## config.mk

```make
export PLATFORM = sky130hd
export DESIGN_NAME = uart_rx
export DESIGN_NICKNAME = d
export VERILOG_FILES = /design/src/rtl/uart_pkg.sv /design/src/rtl/sync_2ff.sv /design/src/rtl/uart_rx.sv
export SDC_FILE = /design/constraint.sdc
export NUM_CORES = 1
export LEC_CHECK = 0
export CAP_MARGIN = 10
export CORE_ASPECT_RATIO = 1.75
export CORE_MARGIN = 2
export CORE_UTILIZATION = 50
export CTS_BUF_LIST = sky130_fd_sc_hd__clkbuf_8
export CTS_CLUSTER_DIAMETER = 30
export DETAILED_ROUTE_END_ITERATION = 10
export PLACE_DENSITY = 0.71
export SYNTH_ARGS = -nofsm -noshare
export SYNTH_HDL_FRONTEND = slang
export SYNTH_SLANG_ARGS = --single-unit
```

## constraint.sdc

```tcl
create_clock -name clk -period 2.7 [get_ports clk]
set_input_delay 0.675 -clock clk [delete_from_list [all_inputs] [get_ports clk]]
set_output_delay 0.675 -clock clk [all_outputs]
set_load 0.01 [all_outputs]
```

## src/rtl/uart_pkg.sv

```systemverilog
// Shared UART definitions: link defaults, bit-period derivation, frame layout
// and receiver state encodings, common to uart_rx and uart_tx.
package uart_pkg;

  localparam int BAUD_RATE_DEFAULT   = 115_200;
  localparam int CLOCK_SPEED_DEFAULT = 50_000_000;
  localparam int COUNT_WIDTH         = 9;

  // Clock cycles per line bit; both ends of the link must derive it the same way.
  function automatic int baud_width(input int clock_speed, input int baud_rate);
    return clock_speed / baud_rate;
  endfunction

  typedef struct packed {
    logic       stop_bit;
    logic [7:0] payload;
    logic       start_bit;
  } packet_t;

  typedef enum int unsigned {
    IDLE_BIT  = 0,
    START_BIT = 1,
    DATA_BIT  = 2,
    STOP_BIT  = 3
  } state_bit_t;

  typedef enum logic [3:0] {
    IDLE  = 4'b0001,
    START = 4'b0010,
    DATA  = 4'b0100,
    STOP  = 4'b1000
  } state_t;

endpackage

```

## src/rtl/sync_2ff.sv

```systemverilog
// Two-flop synchroniser for a single asynchronous bit with a selectable reset value.
module sync_2ff #(
  parameter logic RESET_VALUE = 1'b0
) (
  input  logic clk,
  input  logic rst,
  input  logic d,
  output logic q
);

  logic meta_reg;

  always_ff @(posedge clk) begin
    if (rst) begin
      meta_reg <= RESET_VALUE;
      q        <= RESET_VALUE;
    end else begin
      meta_reg <= d;
      q        <= meta_reg;
    end
  end

endmodule

```

## src/rtl/uart_rx.sv

```systemverilog
// 8N1 UART receiver with mid-bit sampling and a valid/ready holding register.
// Payload bits arrive inverted on the line and are re-inverted on capture.
module uart_rx
  import uart_pkg::*;
#(
  parameter int BAUD_RATE   = BAUD_RATE_DEFAULT,
  parameter int CLOCK_SPEED = CLOCK_SPEED_DEFAULT
) (
  input  logic       clk,
  input  logic       rst,
  input  logic       rx,
  input  logic       rx_ready,
  output logic [7:0] rx_data,
  output logic       rx_valid,
  output logic       frame_err,
  output logic       overrun,
  output logic       busy
);

  localparam int BAUD_WIDTH = baud_width(CLOCK_SPEED, BAUD_RATE);
  localparam int HALF_WIDTH = BAUD_WIDTH / 2;
  localparam logic [COUNT_WIDTH-1:0] BAUD_LAST = COUNT_WIDTH'(BAUD_WIDTH - 1);
  localparam logic [COUNT_WIDTH-1:0] HALF_LAST = COUNT_WIDTH'(HALF_WIDTH - 1);

  if (BAUD_WIDTH > (1 << COUNT_WIDTH) || BAUD_WIDTH < 2) begin : g_bad_baud
    $error("uart_rx: BAUD_WIDTH %0d does not fit the bit counter", BAUD_WIDTH);
  end

  logic                   rx_s;
  logic                   rx_q_reg;
  logic                   start_detect;
  state_t                 state_reg;
  logic [COUNT_WIDTH-1:0] count_reg;
  logic [2:0]             index_reg;
  logic [7:0]             shift_reg;

  sync_2ff #(.RESET_VALUE(1'b1)) u_sync (
    .clk (clk),
    .rst (rst),
    .d   (rx),
    .q   (rx_s)
  );

  assign start_detect = rx_q_reg & ~rx_s;
  assign busy         = (state_reg != IDLE);

  always_ff @(posedge clk) begin
    if (rst) begin
      rx_q_reg  <= 1'b1;
      state_reg <= IDLE;
      count_reg <= '0;
      index_reg <= '0;
      shift_reg <= '0;
      rx_data   <= '0;
      rx_valid  <= 1'b0;
      frame_err <= 1'b0;
      overrun   <= 1'b0;
    end else begin
      rx_q_reg  <= rx_s;
      frame_err <= 1'b0;
      overrun   <= 1'b0;
      if (rx_valid && rx_ready) begin
        rx_valid <= 1'b0;
      end

      unique case (state_reg)
        IDLE: begin
          if (start_detect) begin
            state_reg <= START;
            count_reg <= '0;
          end
        end
        START: begin
          if (count_reg == HALF_LAST) begin
            // A start bit that is high again at its mid-point was a glitch.
            state_reg <= rx_s ? IDLE : DATA;
            count_reg <= '0;
            index_reg <= '0;
          end else begin
            count_reg <= count_reg + 1'b1;
          end
        end
        DATA: begin
          if (count_reg == BAUD_LAST) begin
            shift_reg <= {~rx_s, shift_reg[7:1]};
            count_reg <= '0;
            index_reg <= index_reg + 3'd1;
            if (index_reg == 3'd7) begin
              state_reg <= STOP;
            end
          end else begin
            count_reg <= count_reg + 1'b1;
          end
        end
        STOP: begin
          if (count_reg == BAUD_LAST) begin
            state_reg <= IDLE;
            count_reg <= '0;
            if (!rx_s) begin
              frame_err <= 1'b1;
            end else if (!rx_valid || rx_ready) begin
              // Overrides the accept clear above when both happen together.
              rx_data  <= shift_reg;
              rx_valid <= 1'b1;
            end else begin
              overrun <= 1'b1;
            end
          end else begin
            count_reg <= count_reg + 1'b1;
          end
        end
        default: state_reg <= IDLE;
      endcase
    end
  end

endmodule

```

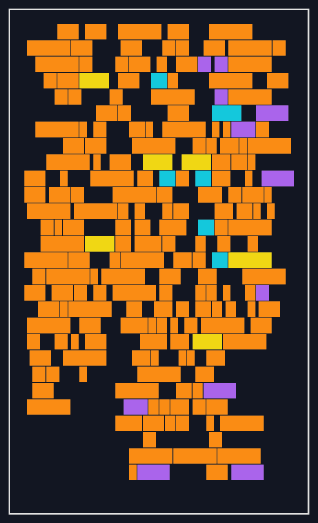
drive_strength.png
Drawn at 6 px/micron.
purple -> drive 2  # cells 11, share 5.3%
yellow -> drive 6 and up  # cells 6, share 2.9%
orange -> drive 1 or less  # cells 183, share 89%
cyan -> drive 3 to 4  # cells 6, share 2.9%

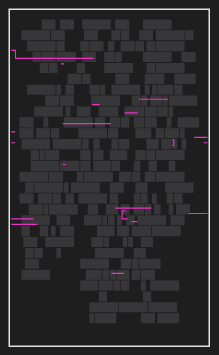
met3.png
Drawn at 4 px/micron. Cells faint in the background.
wire length on this layer = 85.2 microns
share of all routed wire = 2.4%

==> impl_metrics.py <==
# Physical implementation metrics
metrics = {
    "worst_setup_path": {
        "path_max_fanout": 7,
        "cp-start-kind": "flip-flop",
        "path_cells": "nor4b_2 -> inv_1 -> clkdlybuf4s50_1",
        "slowest_stage": "clkdlybuf4s50_1",
        "path_class": "flip-flop to primary output",
        "worst_r2r_path_depth": 7,
        "max_stage_delay_ns": 0.50,
        "cp.arrival_ns": 1.77,
        "r2r-start": "count_reg[1]",
        "rrSetupSlack_ns": 0.50,
        "crit_end": "busy",
        "crit_start": "state_reg[3]",
        "worstPathRequired_ns": 2.03,
        "crit_cells": 3,
        "timing.rr.end": "state_reg[0]",
    },
    "worst_hold_path": {
        "holdPathStages": 1,
        "whs_endpoint": "u_sync.q",
        "hold_path.startpoint": "u_sync.meta_reg",
    },
    "placed_design": {
        "place_hpwl_microns": 2560,
        "placed_area_sq_mm": 0.00203,
        "gp_congestion": 0.797,
    },
    "detailed_routing": {
        "routed_wl_microns": 3580,
        "routedWlPerCell_microns": 14.2,
        "viasPerCell": 5.64,
        "drc_errors": 0,
    },
    "die": {
        "coreArea_sq_mm": 0.00356,
        "nWellTaps": 46,
        "rows": 29,
        "die_width_microns": 49.6,
    },
    "layout": {
        "regArea_sq_um": 761,
        "area_growth_pct": 15.9,
        "n_antenna_cell": 0,
        "largest_register_ffs": 9,
        "instances_no_fill": 252,
        "comb_share_pct": 46.9,
        "buf_share_pct": 9.83,
        "finalInstanceArea_sq_mm": 0.00211,
        "n_all_buffers": 21,
        "nets": 215,
        "layout-drive-gt1-share_pct": 11.2,
    },
    "final_timing": {
        "holdWs_ns": 0.425,
        "drv_slew": 0,
        "worst_slack_ns": 0.253,
        "tns_ns": 0,
        "worst_clock_skew_ns": 0.00432,
    },
    "yosys": {
        "avgSynthCellArea_sq_um": 9.64,
        "top_logic_kind": "simple AND/OR/NAND/NOR gates",
        "yosysWarnings": 0,
    },
    "cts": {
        "htreeDepth": 2,
        "cts_buffers": 5,
        "max-clock-path-buffers": 2,
        "post-cts-setup-buffers": 0,
        "cts_tree": "yes",
    },
    "power": {
        "ir_drop_mv": 0.399,
        "total_power_uw": 964,
    },
    "grt": {
        "grt_max_degree": 45,
        "track_usage_pct": 19.1,
    },
    "status": {
        "outcome": "finished, final reports clean",
    },
}
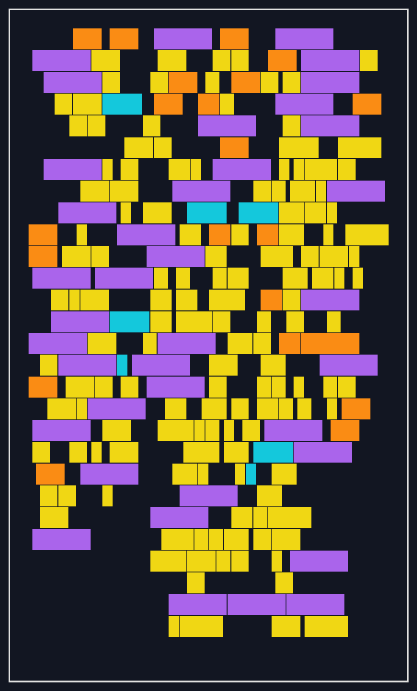
cell_classes.png
Drawn at 8 px/micron.
purple -> flops  # cells 38, share of their area 37%
cyan -> clock drivers and dummy loads  # cells 7, share of their area 3.7%
yellow -> all other logic  # cells 140, share of their area 49%
orange -> other buffers and delay cells  # cells 21, share of their area 10%

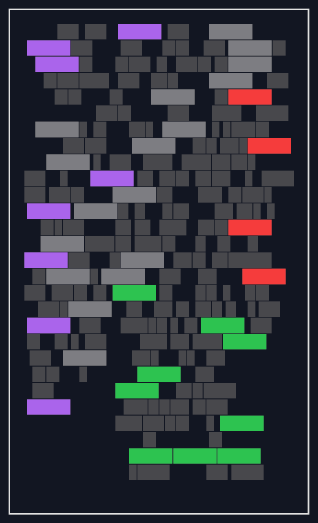
registers.png
Drawn at 6 px/micron. Other sequential cells in the stronger grey, the rest of the logic in the fainter grey.
green -> count_reg  # flops 9
red -> state_reg  # flops 4
purple -> rx_data  # flops 8
not coloured = 17

report_power, final:
part / internal, mW / total [mW] / switching, mW
Combinational: 0.0218 / 0.0454 / 0.0236
Sequential: 0.564 / 0.569 / 0.00465
Clock: 0.170 / 0.350 / 0.180
cell usage after synthesis, drive strengths merged (5+ instances only):
cell     n  share of area, %
buf      6               2.1
nand2b  20               6.9
inv      5               1.0
a21oi    9               2.5
ha       5               3.4
mux2i   15               8.2
clkbuf   5               1.0
nor2    15               3.1
dfxtp   38                42
metal layers:
| layer | global-route usage, % | wire [microns] | up-vias |
|---|---|---|---|
| met5 | 0 | 0 | - |
| met4 | 7.58 | 63 | 0 |
| met3 | 3.23 | 85 | 7 |
| met2 | 33.7 | 1950 | 23 |
| met1 | 22.2 | 1480 | 682 |
| li1 | - | - | 710 |
No activity file was given, so power comes from the tool's default toggle rates.
